[config.mk]
export PLATFORM = sky130hd
export DESIGN_NAME = cntr593_seq
export DESIGN_NICKNAME = d
export VERILOG_FILES = /design/src/rtl/cntr593_pkg.sv /design/src/rtl/cntr593_seq.sv
export SDC_FILE = /design/constraint.sdc
export NUM_CORES = 1
export LEC_CHECK = 0
export ABC_AREA = 1
export CAP_MARGIN = 5
export CORE_AREA = 2 2 57 59
export DETAILED_ROUTE_END_ITERATION = 8
export DIE_AREA = 0 0 59 61
export DONT_BUFFER_PORTS = 1
export PLACE_DENSITY_LB_ADDON = 0.3
export SLEW_MARGIN = 20
export SYNTH_ARGS = -nofsm -noshare
export SYNTH_HDL_FRONTEND = slang
export SYNTH_SLANG_ARGS = --single-unit
[constraint.sdc]
create_clock -name clk -period 3.5 [get_ports clk]
set_clock_uncertainty 0.1 [all_clocks]
set_input_delay 0.525 -clock clk [delete_from_list [all_inputs] [get_ports clk]]
set_output_delay 0.525 -clock clk [all_outputs]
set_load 0.005 [all_outputs]
[src/rtl/cntr593_pkg.sv]
// Shared types and idle pin values for the 74593 strobe sequencer.
// pins_for() maps FSM state and current op onto the chip strobe levels.
package cntr593_pkg;

  typedef enum logic [2:0] {
    IDLE = 3'd0,
    PH1  = 3'd1,
    PH2  = 3'd2,
    PH3  = 3'd3,
    PH4  = 3'd4,
    DONE = 3'd5
  } state_e;

  // Encoding matches the done_op output
  typedef enum logic [1:0] {
    OP_NONE = 2'b00,
    OP_CLR  = 2'b01,
    OP_LOAD = 2'b10,
    OP_INC  = 2'b11
  } op_e;

  typedef struct packed {
    logic rck;
    logic rcken_bar;
    logic cload_bar;
    logic cck;
    logic ccken;
    logic ccken_bar;
    logic cclr_bar;
  } pins_t;

  localparam pins_t PINS_IDLE = '{rck: 1'b0, rcken_bar: 1'b1, cload_bar: 1'b1,
                                  cck: 1'b1, ccken: 1'b0, ccken_bar: 1'b1,
                                  cclr_bar: 1'b1};

  function automatic pins_t pins_for(input state_e st, input op_e op);
    pins_t p;
    p = PINS_IDLE;
    unique case (op)
      OP_CLR: begin
        // Clear is held across the CCK rise at the start of PH2
        if (st == PH1) begin p.cclr_bar = 1'b0; p.cck = 1'b0; end
        if (st == PH2) begin p.cclr_bar = 1'b0; end
      end
      OP_LOAD: begin
        if (st == PH1) begin p.rcken_bar = 1'b0; end
        if (st == PH2) begin p.rcken_bar = 1'b0; p.rck = 1'b1; end
        if (st == PH3) begin p.cload_bar = 1'b0; end
      end
      OP_INC: begin
        if (st == PH1) begin p.ccken = 1'b1; p.ccken_bar = 1'b0; p.cck = 1'b0; end
        if (st == PH2) begin p.ccken = 1'b1; p.ccken_bar = 1'b0; end
      end
      default: ;
    endcase
    return p;
  endfunction

endpackage

[src/rtl/cntr593_seq.sv]
// Sequencer turning clr/load/inc requests into settle-timed 74593 strobe
// edges; all outputs registered, shadow register predicts the counter.
module cntr593_seq
  import cntr593_pkg::*;
#(
  parameter int WIDTH  = 8,
  parameter int SETTLE = 2
) (
  input  logic             clk,
  input  logic             reset_bar,
  input  logic             clr_req,
  input  logic             load_req,
  input  logic             inc_req,
  input  logic [WIDTH-1:0] load_data,
  input  logic             oe_req,
  output logic             busy,
  output logic             done,
  output logic [1:0]       done_op,
  output logic [WIDTH-1:0] inQ,
  output logic             RCK,
  output logic             RCKEN_bar,
  output logic             CLOAD_bar,
  output logic             CCK,
  output logic             CCKEN,
  output logic             CCKEN_bar,
  output logic             CCLR_bar,
  output logic             G,
  output logic             G_bar,
  output logic [WIDTH-1:0] shadow,
  output logic             shadow_valid,
  output logic             shadow_rco_bar
);

  localparam int PW = $clog2(SETTLE + 1);
  localparam logic [PW-1:0] PH_LAST = PW'(SETTLE - 1);

  state_e           state_reg, state_next;
  op_e              op_reg, op_next;
  logic [PW-1:0]    ph_cnt_reg, ph_cnt_next;
  logic             phase_end;
  pins_t            pins_reg;
  logic             busy_reg, done_reg;
  op_e              done_op_reg;
  logic [WIDTH-1:0] inq_reg, inq_next;
  logic [WIDTH-1:0] shadow_reg, shadow_next;
  logic             valid_reg, valid_next;
  logic             rco_bar_reg;
  logic             g_reg, g_bar_reg;

  assign phase_end = (ph_cnt_reg == PH_LAST);

  always_comb begin
    state_next  = state_reg;
    op_next     = op_reg;
    ph_cnt_next = ph_cnt_reg;
    inq_next    = inq_reg;
    unique case (state_reg)
      IDLE: begin
        ph_cnt_next = '0;
        if (clr_req) begin
          op_next    = OP_CLR;
          state_next = PH1;
        end else if (load_req) begin
          op_next    = OP_LOAD;
          state_next = PH1;
          inq_next   = load_data;
        end else if (inc_req) begin
          op_next    = OP_INC;
          state_next = PH1;
        end
      end
      PH1, PH2, PH3, PH4: begin
        ph_cnt_next = phase_end ? '0 : ph_cnt_reg + PW'(1);
        if (phase_end) begin
          unique case (state_reg)
            PH1:     state_next = PH2;
            PH2:     state_next = (op_reg == OP_INC) ? DONE : PH3;
            PH3:     state_next = (op_reg == OP_LOAD) ? PH4 : DONE;
            default: state_next = DONE;
          endcase
        end
      end
      DONE:    state_next = IDLE;
      default: state_next = IDLE;
    endcase
  end

  // The chip latches on the PH2 edge, so the shadow follows on leaving PH2
  always_comb begin
    shadow_next = shadow_reg;
    valid_next  = valid_reg;
    if (state_reg == PH2 && phase_end) begin
      unique case (op_reg)
        OP_CLR:  begin shadow_next = '0;      valid_next = 1'b1; end
        OP_LOAD: begin shadow_next = inq_reg; valid_next = 1'b1; end
        OP_INC:  shadow_next = shadow_reg + WIDTH'(1);
        default: ;
      endcase
    end
  end

  always_ff @(posedge clk or negedge reset_bar) begin
    if (!reset_bar) begin
      state_reg   <= IDLE;
      op_reg      <= OP_NONE;
      ph_cnt_reg  <= '0;
      pins_reg    <= PINS_IDLE;
      busy_reg    <= 1'b0;
      done_reg    <= 1'b0;
      done_op_reg <= OP_NONE;
      inq_reg     <= '0;
      shadow_reg  <= '0;
      valid_reg   <= 1'b0;
      rco_bar_reg <= 1'b1;
      g_reg       <= 1'b0;
      g_bar_reg   <= 1'b1;
    end else begin
      state_reg   <= state_next;
      op_reg      <= op_next;
      ph_cnt_reg  <= ph_cnt_next;
      pins_reg    <= pins_for(state_next, op_next);
      busy_reg    <= (state_next != IDLE) && (state_next != DONE);
      done_reg    <= (state_next == DONE);
      done_op_reg <= (state_next == DONE) ? op_next : OP_NONE;
      inq_reg     <= inq_next;
      shadow_reg  <= shadow_next;
      valid_reg   <= valid_next;
      rco_bar_reg <= ~&shadow_next;
      g_reg       <= oe_req;
      g_bar_reg   <= ~oe_req;
    end
  end

  assign busy           = busy_reg;
  assign done           = done_reg;
  assign done_op        = done_op_reg;
  assign inQ            = inq_reg;
  assign RCK            = pins_reg.rck;
  assign RCKEN_bar      = pins_reg.rcken_bar;
  assign CLOAD_bar      = pins_reg.cload_bar;
  assign CCK            = pins_reg.cck;
  assign CCKEN          = pins_reg.ccken;
  assign CCKEN_bar      = pins_reg.ccken_bar;
  assign CCLR_bar       = pins_reg.cclr_bar;
  assign G              = g_reg;
  assign G_bar          = g_bar_reg;
  assign shadow         = shadow_reg;
  assign shadow_valid   = valid_reg;
  assign shadow_rco_bar = rco_bar_reg;

endmodule

Run 1, I/O pins on the die edge:
Pins as bars across the die edge, other pins in gray.
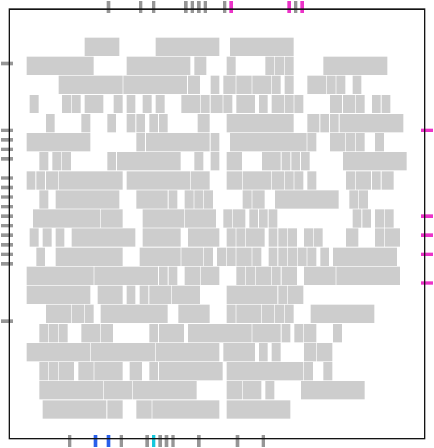
port	color	pins	direction	edge
done_op	blue	2	output	bottom
shadow	magenta	8	output	5 right, 3 top
load_req	cyan	1	input	bottom
all pins by edge	16 left, 12 bottom, 12 top, 5 right

Run 1, cells colored by class:
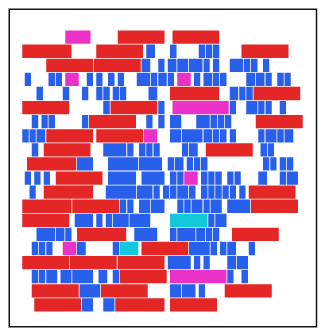
class	color	cells	share of their area
sequential cells	red	38	47%
remaining buffers and delay cells	cyan	2	1.5%
combinational and other logic	blue	185	46%
clock drivers and dummy loads	magenta	8	5.4%

==> flow_summary.json, run 1 <==
{
  "status": "completed",
  "cp_cell_sequence": "inv_1 > ha_1 > o211ai_1 > o211ai_2 > nand2_4 > nand3_2 > nand2_2 > nand3_1",
  "reg2reg_depth": 8,
  "grt_max_degree": 39,
  "drc": 0,
  "adder_share_pct": 2.62,
  "cts_tree": "yes",
  "wl_met1_um": 1690,
  "post-cts-setup-buffers": 0,
  "ys_area_mm2": 0.00191,
  "async_flop_share_pct": 100,
  "drv_slew": 0,
  "firstDrtPassIters": 4,
  "utilization_pct": 70.7,
  "cp-start-kind": "register",
  "yosysTopAreaCell": "dfrtp_1",
  "gp_congestion": 0.802,
  "crit_arrival_ns": 1.95,
  "crit_path_end": "CCKEN_bar$_DFF_PN1_",
  "gr-total-overflow": 0,
  "synthAoiAreaFrac_pct": 9.29,
  "simple_gate_share_pct": 30.7,
  "fin_crit_ns": 1.78,
  "seq_area_frac_synth_pct": 50.2,
  "synth_top_cell_by_count": "nand2_1",
  "min_path_type": "in2reg",
  "final_cells": 266,
  "drtIter0Drc": 82,
  "max_slew_margin_pct": 69.6,
  "pg_seq_uw": 775,
  "cp_top_family": "simple AND/OR/NAND/NOR gates",
  "yosysWarnings": 0,
  "synth.area.top_cells": "dfrtp_1 (41%), nand2_1 (14%), dfstp_2 (9.6%), inv_1 (4.3%), nor2_1 (3.1%)",
  "cpMaxStageDelayCell": "dfrtp_1",
  "synthTopLogicFamily": "simple AND/OR/NAND/NOR gates",
  "top_cells_by_count": "nand2_1 (72), dfrtp_1 (31), inv_1 (22)",
  "comb_cells": 151,
  "worstReg2RegEnd": "CCKEN_bar$_DFF_PN1_",
  "leakagePower_uw": 0.00106,
  "area_dominant_class": "sequential cells",
  "ctsHoldBuffers": 2
}
Run 1, clock distribution:
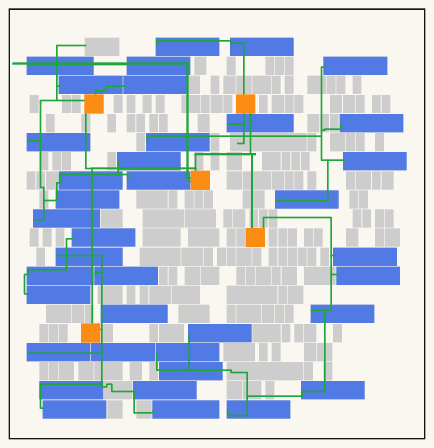
[clock wires] green | length: 456 um
[flip-flops] blue | count: 38
[clock drivers] orange | count: 5
routed clock nets	6

Run 1, track usage over the die:
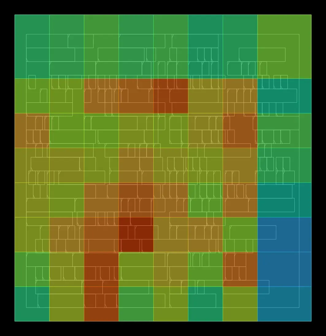
Top Usage Layer GRT: met2
global routing met1 resource utilization: 31.6%

==> run 1 -> run 2 <==
--- a/config.mk
+++ b/config.mk
@@ -7,9 +7,9 @@
 export LEC_CHECK = 0
 export ABC_AREA = 1
 export CAP_MARGIN = 5
-export CORE_AREA = 2 2 57 59
+export CORE_AREA = 2 2 62 64
 export DETAILED_ROUTE_END_ITERATION = 8
-export DIE_AREA = 0 0 59 61
+export DIE_AREA = 0 0 64 66
 export DONT_BUFFER_PORTS = 1
 export PLACE_DENSITY_LB_ADDON = 0.3
 export SLEW_MARGIN = 20
==> constraint.sdc (replaced) <==
create_clock -name clk -period 1.5 [get_ports clk]
set_clock_uncertainty 0.1 [all_clocks]
set_input_delay 0.225 -clock clk [delete_from_list [all_inputs] [get_ports clk]]
set_output_delay 0.225 -clock clk [all_outputs]
set_load 0.005 [all_outputs]
==> run 2 against run 1 <==
Effect of this change: the run now ends with negative setup slack left; setup slack got worse by 1.9 ns; global-route usage decreased by 0.064 points; die size increased by 17%; fmax increased by 8.9%; sequential power increased by 140%; sequential share of layout area decreased by 11 points; critical endpoint unchanged; largest power group unchanged; count of clock-buffer cells in the layout unchanged; register-to-register slack got worse by 1.9 ns; design area increased by 30%; largest cell class is now multi-input combinational cells; worst hold slack got worse by 0.025 ns; critical path depth increased by 2; cell count increased by 24%.
==> flow_summary.json, run 2 <==
{
  "status": "complete, but fails checks",
  "violations": "negative setup slack",
  "cp_cell_sequence": "buf_4 > ha_4 > o21ai_1 > nand2_1 > nand2_1 > nand2_2 > inv_2 > nand2_4 > nand2_2 > nand3_1",
  "wl_met1_um": 1980,
  "cpMaxStageDelayCell": "dfrtp_1",
  "crit_arrival_ns": 1.82,
  "reg2reg_depth": 10,
  "yosysWarnings": 0,
  "yosysTopAreaCell": "dfrtp_1",
  "met1_usage_pct": 26.9,
  "ys_area_mm2": 0.00191,
  "top_cells_by_count": "nand2_1 (72), dfrtp_1 (31), inv_1 (22)",
  "max_slew_margin_pct": 78.0,
  "synthTopLogicFamily": "simple AND/OR/NAND/NOR gates",
  "crit_path_end": "CCKEN_bar$_DFF_PN1_",
  "critPathLaunch": "op_reg[0]$_DFF_PN0_",
  "ctsHoldBuffers": 12,
  "synth_top_cell_by_count": "nand2_1",
  "worstReg2RegEnd": "CCKEN_bar$_DFF_PN1_",
  "drc": 0,
  "firstDrtPassIters": 4,
  "adder_share_pct": 2.62,
  "gr-total-overflow": 0,
  "cp_top_family": "simple AND/OR/NAND/NOR gates",
  "cp-start-kind": "register",
  "setup_viol": 21,
  "drtIter0Drc": 129,
  "area_dominant_class": "multi-input combinational cells",
  "pg_seq_uw": 1840,
  "setup_slack_ns": -0.135,
  "cts_repair_resize_count": 18,
  "comb_cells": 151,
  "grt_max_degree": 39,
  "synth.area.top_cells": "dfrtp_1 (41%), nand2_1 (14%), dfstp_2 (9.6%), inv_1 (4.3%), nor2_1 (3.1%)",
  "seq_area_frac_synth_pct": 50.2,
  "simple_gate_share_pct": 30.7,
  "min_path_type": "in2reg",
  "final_cells": 329,
  "gp_congestion": 0.916,
  "async_flop_share_pct": 100,
  "drv_slew": 0,
  "cts_tree": "yes",
  "clock_latency_ns": 0.35,
  "ant_nets": 0,
  "utilization_pct": 76.5,
  "dr_wl_met2_um": 2480
}
Run 2, cells colored by class:
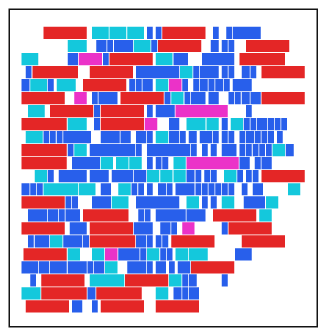
class	color	cells	share of their area
combinational and other logic	blue	185	43%
remaining buffers and delay cells	cyan	50	17%
sequential cells	red	38	36%
clock drivers and dummy loads	magenta	8	4.2%

Run 2, I/O pins on the die edge:
Pins as bars across the die edge, other pins in gray.
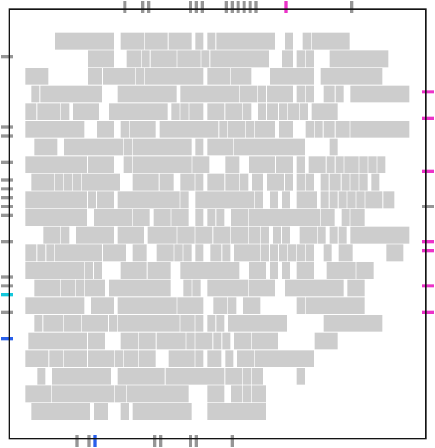
port	color	pins	direction	edge
shadow	magenta	8	output	7 right, 1 top
done_op	blue	2	output	1 bottom, 1 left
load_req	cyan	1	input	left
all pins by edge	15 left, 14 top, 8 bottom, 8 right
DIE WIDTH: 64 um
PortBufs: 0
die y size: 66 um

Run 2, signal wires by layer:
Two of the layers only.
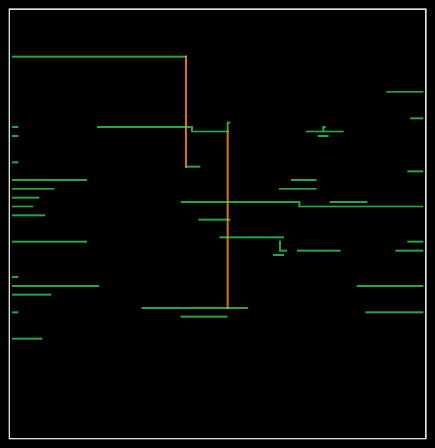
layer	color	wire length
metal 3	green	260 um
metal 4	orange	44.2 um

==> run 2 -> run 3 <==
--- a/config.mk
+++ b/config.mk
@@ -16,3 +16,4 @@
 export SYNTH_ARGS = -nofsm -noshare
 export SYNTH_HDL_FRONTEND = slang
 export SYNTH_SLANG_ARGS = --single-unit
+export TNS_END_PERCENT = 50
==> run 3 against run 2 <==
Effect of this change: the flow still finishes with violations (negative setup slack); count of clock-buffer cells in the layout is 1 lower; design area shrank 8.0%; highest routed layer unchanged; via count shrank 1.7%; clock power is 45% lower; critical path type unchanged.
==> flow_summary.json, run 3 <==
{
  "status": "complete, but fails checks",
  "violations": "negative setup slack",
  "firstDrtPassIters": 4,
  "cp-start-kind": "register",
  "drtIter0Drc": 84,
  "comb_cells": 151,
  "port_buffers": 0,
  "adder_share_pct": 2.62,
  "crit_arrival_ns": 1.76,
  "clock_latency_ns": 0.34,
  "final_cells": 323,
  "synth.area.top_cells": "dfrtp_1 (41%), nand2_1 (14%), dfstp_2 (9.6%), inv_1 (4.3%), nor2_1 (3.1%)",
  "ant_nets": 0,
  "pg_seq_uw": 1800,
  "max_slew_margin_pct": 80.6,
  "seq_area_frac_synth_pct": 50.2,
  "gp_congestion": 0.892,
  "yosysWarnings": 0,
  "dr_wl_met2_um": 2240,
  "wl_met1_um": 1790,
  "min_path_type": "in2reg",
  "reg2reg_depth": 8,
  "setup_slack_ns": -0.0898,
  "worstReg2RegEnd": "CCKEN_bar$_DFF_PN1_",
  "yosysTopAreaCell": "dfrtp_1",
  "ctsHoldBuffers": 12,
  "fp.dieW_um": 64,
  "ys_area_mm2": 0.00191,
  "cts_repair_resize_count": 6,
  "met1_usage_pct": 25.1,
  "top_cells_by_count": "nand2_1 (72), dfrtp_1 (31), inv_1 (22)",
  "drv_slew": 0,
  "async_flop_share_pct": 100,
  "busiest_layer": "met2",
  "synthTopLogicFamily": "simple AND/OR/NAND/NOR gates",
  "cpMaxStageDelayCell": "dfrtp_1",
  "grt_max_degree": 39,
  "setup_viol": 13,
  "post-cts-setup-buffers": 1
}
Run 3, track usage over the die:
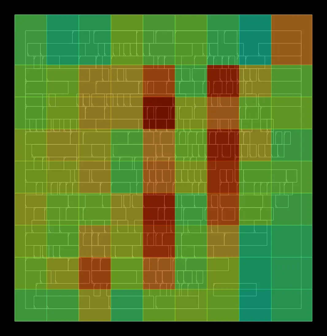
Finished Core Util: 70.4%
WL/cell: 13.3 um

Run 3, cells colored by class:
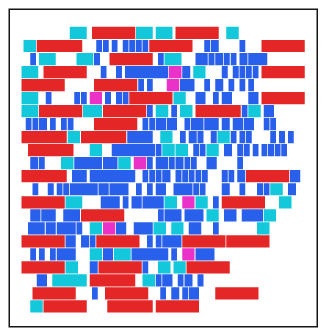
class	color	cells	share of their area
combinational and other logic	blue	185	43%
sequential cells	red	38	39%
clock drivers and dummy loads	magenta	7	2.2%
remaining buffers and delay cells	cyan	45	16%
final instance area: 0.00250 mm^2
CORE AREA: 0.00355 mm^2
Seq/total area: 38.4%

Run 3, signal wires by layer:
Two of the layers only.
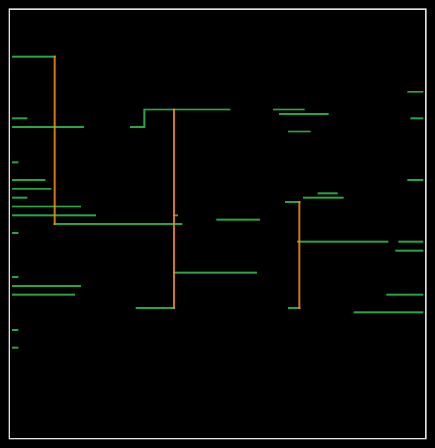
layer	color	wire length
metal 3	green	212 um
metal 4	orange	72.8 um
Routed Wire Length: 4310 um
gr usage total: 21.4%
DR vias: 1,644

Power and IR drop assume default switching activity.
